`config.mk`:
```
export PLATFORM = sky130hd
export DESIGN_NAME = vga_scan_timing
export DESIGN_NICKNAME = d
export VERILOG_FILES = /design/src/rtl/vga_scan_timing.sv
export SDC_FILE = /design/constraint.sdc
export NUM_CORES = 1
export LEC_CHECK = 0
export ABC_CLOCK_PERIOD_IN_PS = 6700
export CAP_MARGIN = 20
export CORE_MARGIN = 1
export CORE_UTILIZATION = 50
export DETAILED_ROUTE_END_ITERATION = 12
export DONT_BUFFER_PORTS = 1
export GPL_TIMING_DRIVEN = 0
export PLACE_DENSITY = 0.76
export SETUP_SLACK_MARGIN = 0.5
export SLEW_MARGIN = 20
export SYNTH_ARGS = -nofsm -noshare
export SYNTH_HDL_FRONTEND = slang
export SYNTH_SLANG_ARGS = --single-unit
```
`constraint.sdc`:
```
create_clock -name CLK -period 6.7 [get_ports CLK]
set_input_delay 1.675 -clock CLK [delete_from_list [all_inputs] [get_ports CLK]]
set_output_delay 1.675 -clock CLK [all_outputs]
set_load 0.05 [all_outputs]
```
`src/rtl/vga_scan_timing.sv`:
```
// VGA raster scan generator: pixel-enable divider, row/col counters, blanking flag,
// and a sync/blank delay line that lines the pins up with the display's colour reply.
module vga_scan_timing #(
  parameter int CLK_DIV   = 2,
  parameter int H_ACTIVE  = 640,
  parameter int H_FP      = 16,
  parameter int H_SYNC    = 96,
  parameter int H_BP      = 48,
  parameter int V_ACTIVE  = 480,
  parameter int V_FP      = 10,
  parameter int V_SYNC    = 2,
  parameter int V_BP      = 33,
  parameter int COLOR_LAT = 1
) (
  input  logic        CLK,
  input  logic        RST,
  output logic [31:0] row,
  output logic [31:0] col,
  output logic        vnotactive,
  output logic        pix_en,
  output logic        frame_start,
  input  logic        red_in,
  input  logic        green_in,
  input  logic        blue_in,
  output logic        vga_r,
  output logic        vga_g,
  output logic        vga_b,
  output logic        vga_hs,
  output logic        vga_vs
);

  localparam logic [31:0] H_LAST = 32'(H_ACTIVE + H_FP + H_SYNC + H_BP - 1);
  localparam logic [31:0] V_LAST = 32'(V_ACTIVE + V_FP + V_SYNC + V_BP - 1);
  localparam logic [31:0] H_ACT  = 32'(H_ACTIVE);
  localparam logic [31:0] V_ACT  = 32'(V_ACTIVE);
  localparam logic [31:0] HS_BEG = 32'(H_ACTIVE + H_FP);
  localparam logic [31:0] HS_END = 32'(H_ACTIVE + H_FP + H_SYNC);
  localparam logic [31:0] VS_BEG = 32'(V_ACTIVE + V_FP);
  localparam logic [31:0] VS_END = 32'(V_ACTIVE + V_FP + V_SYNC);

  localparam int              DIV_W    = (CLK_DIV > 1) ? $clog2(CLK_DIV) : 1;
  localparam logic [DIV_W-1:0] DIV_LAST = DIV_W'(CLK_DIV - 1);

  logic [DIV_W-1:0] div_q, div_d;
  logic             pix_en_q, pix_en_d;
  logic [31:0]      col_q, col_d;
  logic [31:0]      row_q, row_d;
  logic             vnot_q, vnot_d;
  logic             fs_q, fs_d;

  logic hs_q, hs_d;
  logic vs_q, vs_d;
  logic r_q, r_d;
  logic g_q, g_d;
  logic b_q, b_d;

  logic       hs_raw, vs_raw;
  logic [2:0] dly_out;

  // pix_en is registered so it stays low through reset even when CLK_DIV is 1;
  // the counters advance on the edge that closes a pix_en cycle.
  always_comb begin
    div_d    = (div_q == DIV_LAST) ? '0 : div_q + DIV_W'(1);
    pix_en_d = (div_d == DIV_LAST);
    col_d    = col_q;
    row_d    = row_q;
    fs_d     = 1'b0;
    if (pix_en_q) begin
      if (col_q == H_LAST) begin
        col_d = '0;
        if (row_q == V_LAST) begin
          row_d = '0;
          fs_d  = 1'b1;
        end else begin
          row_d = row_q + 32'd1;
        end
      end else begin
        col_d = col_q + 32'd1;
      end
    end
    vnot_d = (col_d >= H_ACT) || (row_d >= V_ACT);
  end

  always_ff @(posedge CLK) begin
    if (RST) begin
      div_q    <= '0;
      pix_en_q <= 1'b0;
      col_q    <= '0;
      row_q    <= '0;
      vnot_q   <= 1'b0;
      fs_q     <= 1'b0;
    end else begin
      div_q    <= div_d;
      pix_en_q <= pix_en_d;
      col_q    <= col_d;
      row_q    <= row_d;
      vnot_q   <= vnot_d;
      fs_q     <= fs_d;
    end
  end

  assign hs_raw = ~((col_q >= HS_BEG) && (col_q < HS_END));
  assign vs_raw = ~((row_q >= VS_BEG) && (row_q < VS_END));

  // Delay {hs, vs, active} by the display's colour latency; stages reset to blanked idle.
  generate
    if (COLOR_LAT == 0) begin : g_no_dly
      assign dly_out = {hs_raw, vs_raw, ~vnot_q};
    end else begin : g_dly
      logic [2:0] dly_q [COLOR_LAT];
      always_ff @(posedge CLK) begin
        if (RST) begin
          for (int i = 0; i < COLOR_LAT; i++) dly_q[i] <= 3'b110;
        end else begin
          dly_q[0] <= {hs_raw, vs_raw, ~vnot_q};
          for (int i = 1; i < COLOR_LAT; i++) dly_q[i] <= dly_q[i-1];
        end
      end
      assign dly_out = dly_q[COLOR_LAT-1];
    end
  endgenerate

  always_comb begin
    hs_d = dly_out[2];
    vs_d = dly_out[1];
    r_d  = red_in   & dly_out[0];
    g_d  = green_in & dly_out[0];
    b_d  = blue_in  & dly_out[0];
  end

  always_ff @(posedge CLK) begin
    if (RST) begin
      hs_q <= 1'b1;
      vs_q <= 1'b1;
      r_q  <= 1'b0;
      g_q  <= 1'b0;
      b_q  <= 1'b0;
    end else begin
      hs_q <= hs_d;
      vs_q <= vs_d;
      r_q  <= r_d;
      g_q  <= g_d;
      b_q  <= b_d;
    end
  end

  assign row         = row_q;
  assign col         = col_q;
  assign vnotactive  = vnot_q;
  assign pix_en      = pix_en_q;
  assign frame_start = fs_q;
  assign vga_hs      = hs_q;
  assign vga_vs      = vs_q;
  assign vga_r       = r_q;
  assign vga_g       = g_q;
  assign vga_b       = b_q;

endmodule

```
### Signal wires on met4, run 1

The bar under the picture is 20 um long. Supply wires on this layer in grey.
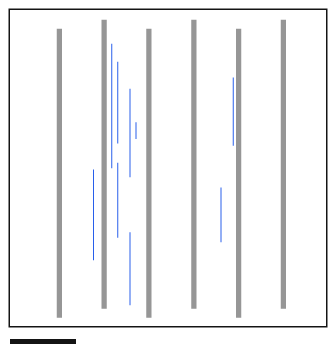
nets with wire on the layer = 7
main direction = vertical
longest straight run = 37.4 um
share of all routed wire = 1.7%

### Met1 routing, run 1

The bar under the picture is 20 um long. Supply wires on this layer in grey.
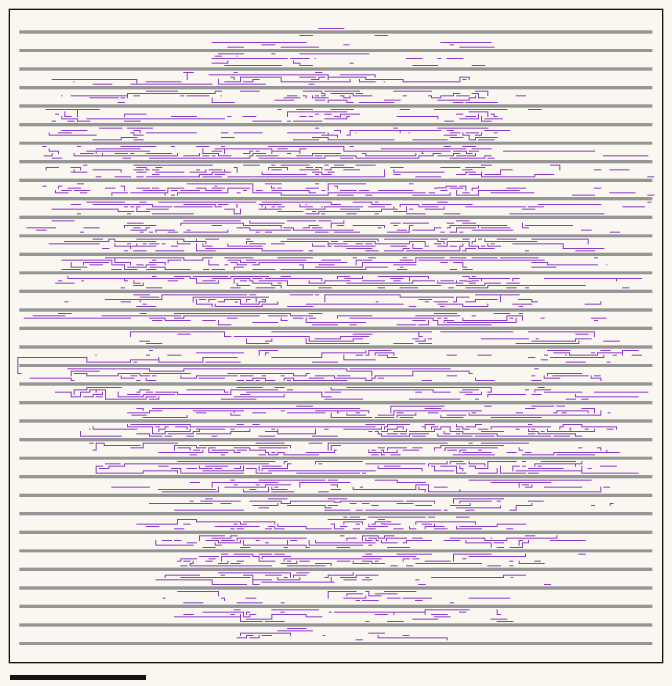
main direction = horizontal
share of all routed wire = 43%
nets with wire on the layer = 528
wire length on this layer = 5,010 um

==> run summary, run 1 <==
status -> complete, no violations
clk sinks -> 75
Design Area, Final -> 4770 um2
multi-input logic area -> 2680 um2
max-cap viol count -> 0
worst setup margin -> 2750 ps
# clk buffers -> 9
Cell Rows -> 33
Non-clk bufs -> 37
ys flop type -> dfxtp_1
drt pass-1 iters -> 5
pre-CTS setup slack -> 2980 ps
most frequent logic cell in the layout -> dfxtp_1
WL met3 -> 1200 um
H-Tree Depth -> 3
Pleak -> 1.68 nW
Longest Clk Path Bufs -> 2
Registers, synthesis -> 75
nets -> 559
top-count cell post-synth -> dfxtp_1
registers -> 75
core box area -> 8340 um2
Reg area -> 1500 um2
Switch Pwr -> 0.000204 W
final hold slack -> 426 ps
count of non-CTS inverters in the layout -> 8
synth cell count leaders -> dfxtp_1 (75), nor2_1 (73), nand2_1 (40)
Top cell area share -> 34.2%
### Congestion heat map, run 1

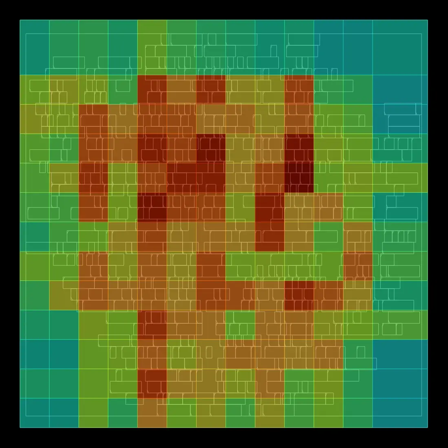
gr busiest metal: met2
met1 usage: 35.6%
Finished Core Util: 57.2%

## run 1: path summary, 6_finish.rpt
kind                                      from                    end  slack [ps]  cells after the start
setup / recovery             col[1]$_SDFF_PP0_  vnotactive$_SDFF_PP0_        2750                     10
hold / removal    g_dly.dly_q[0][1]$_SDFF_PP1_      vga_vs$_SDFF_PP1_         430                      1
setup reg to reg             col[1]$_SDFF_PP0_  vnotactive$_SDFF_PP0_        2750                     10
hold reg to reg   g_dly.dly_q[0][1]$_SDFF_PP1_      vga_vs$_SDFF_PP1_         430                      1
## Run 2: what changed since run 1
Settings changed: ABC_CLOCK_PERIOD_IN_PS 6700 to 4000.
Clock period 6.7 ns to 4 ns, I/O delays scaled along.
### Met1 routing, run 2

The bar under the picture is 20 um long. Supply wires on this layer in grey.
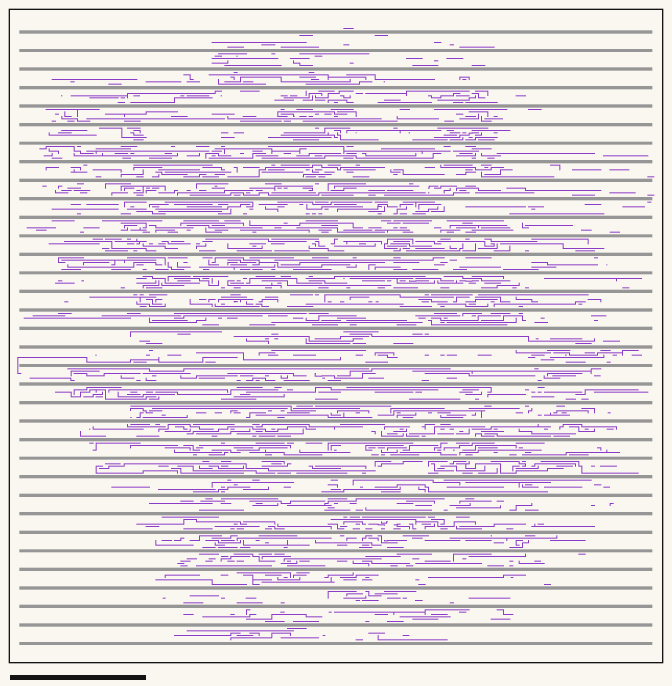
share of all routed wire = 44%
longest straight run = 27.1 um
nets with wire on the layer = 529

==> run 2 against run 1 <==
Total power rose by 68%. Clock power rose by 68%. Area after synthesis did not move. Wire length rose by 0.29%. Count of clock-buffer cells in the layout did not move. Worst setup slack got worse by 2100 ps. Register-to-register slack got worse by 2100 ps. Design area rose by 1.5%. Sequential power rose by 68%. Critical path depth did not move. Global-route usage barely moved. Critical endpoint unchanged. Highest routed layer unchanged.
==> run summary, run 2 <==
final hold slack -> 428 ps (was 426 ps)
Reg2Reg Depth -> 10 (unchanged)
hold path endpoint -> vga_vs$_SDFF_PP1_ (unchanged)
RR Endpoint -> vnotactive$_SDFF_PP0_ (unchanged)
Pleak -> 1.70 nW (was 1.68 nW)
ys flop type -> dfxtp_1 (unchanged)
r2r setup slk -> 670 ps (was 2750 ps)
met1 usage -> 35.4% (was 35.6%)
Registers, synthesis -> 75 (unchanged)
pre-CTS setup slack -> 283 ps (was 2980 ps)
drt pass-1 iters -> 5 (unchanged)
CP Launch Point -> row[11]$_SDFF_PP0_ (was col[1]$_SDFF_PP0_)
Design Area, Final -> 4840 um2 (was 4770 um2)
most frequent logic cell in the layout -> nor2_1 (was dfxtp_1)
Cell Rows -> 33 (unchanged)
clk sinks -> 75 (unchanged)
max-cap viol count -> 0 (unchanged)
status -> complete, no violations (unchanged)
WL met3 -> 1080 um (was 1200 um)
Top cell area share -> 34.2% (unchanged)
core box area -> 8340 um2 (unchanged)
hold crit path type -> flip-flop to flip-flop (unchanged)
gr busiest metal -> met2 (unchanged)
CP endpoint -> vnotactive$_SDFF_PP0_ (unchanged)
worst hold path startpoint -> g_dly.dly_q[0][1]$_SDFF_PP1_ (unchanged)
synth cell count leaders -> dfxtp_1 (75), nor2_1 (73), nand2_1 (40) (unchanged)
Longest Clk Path Bufs -> 2 (unchanged)
nets -> 562 (was 559)
### Metal 2, run 2

Cells faint in the background.
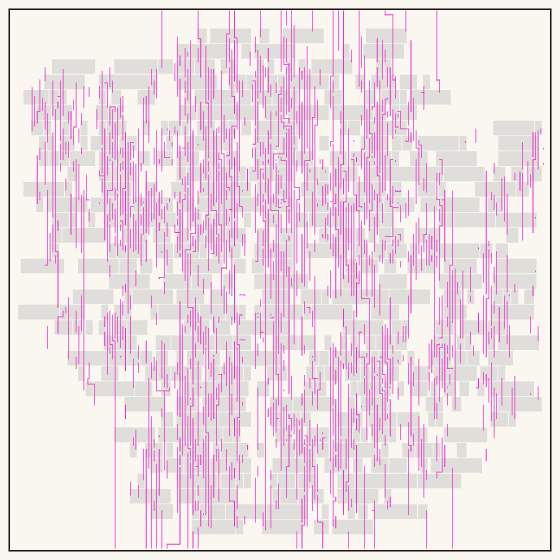
nets with wire on the layer = 471
share of all routed wire = 45%
wire length on this layer = 5,230 um
longest straight run = 54.7 um
main direction = vertical

==> run 2: final cells by class <==
type / instances / area, um2 / share of cell area (%)
multi-input combinational: 418 / 2710 / 56.0
sequential: 75 / 1520 / 31.3
buffer: 37 / 179 / 3.70
tap: 105 / 131 / 2.71
clock buffer: 9 / 124 / 2.56
clock inverter: 7 / 124 / 2.56
inverter: 8 / 30.0 / 0.620
timing repair buffer: 3 / 22.5 / 0.465
==> run 2: cells by family (layout without fill, tap and decap cells) <==
group | Yosys count | in the layout
muxes | 7 | 7
buffers and inverters | 45 | 64
and+or+nand+nor | 298 | 298
AOI/OAI and AO/OA | 49 | 49
DFF | 75 | 75
adders and majority gates | 5 | 5
xor gates and xnor gates | 59 | 59
No activity file was given, so power comes from the tool's default toggle rates.
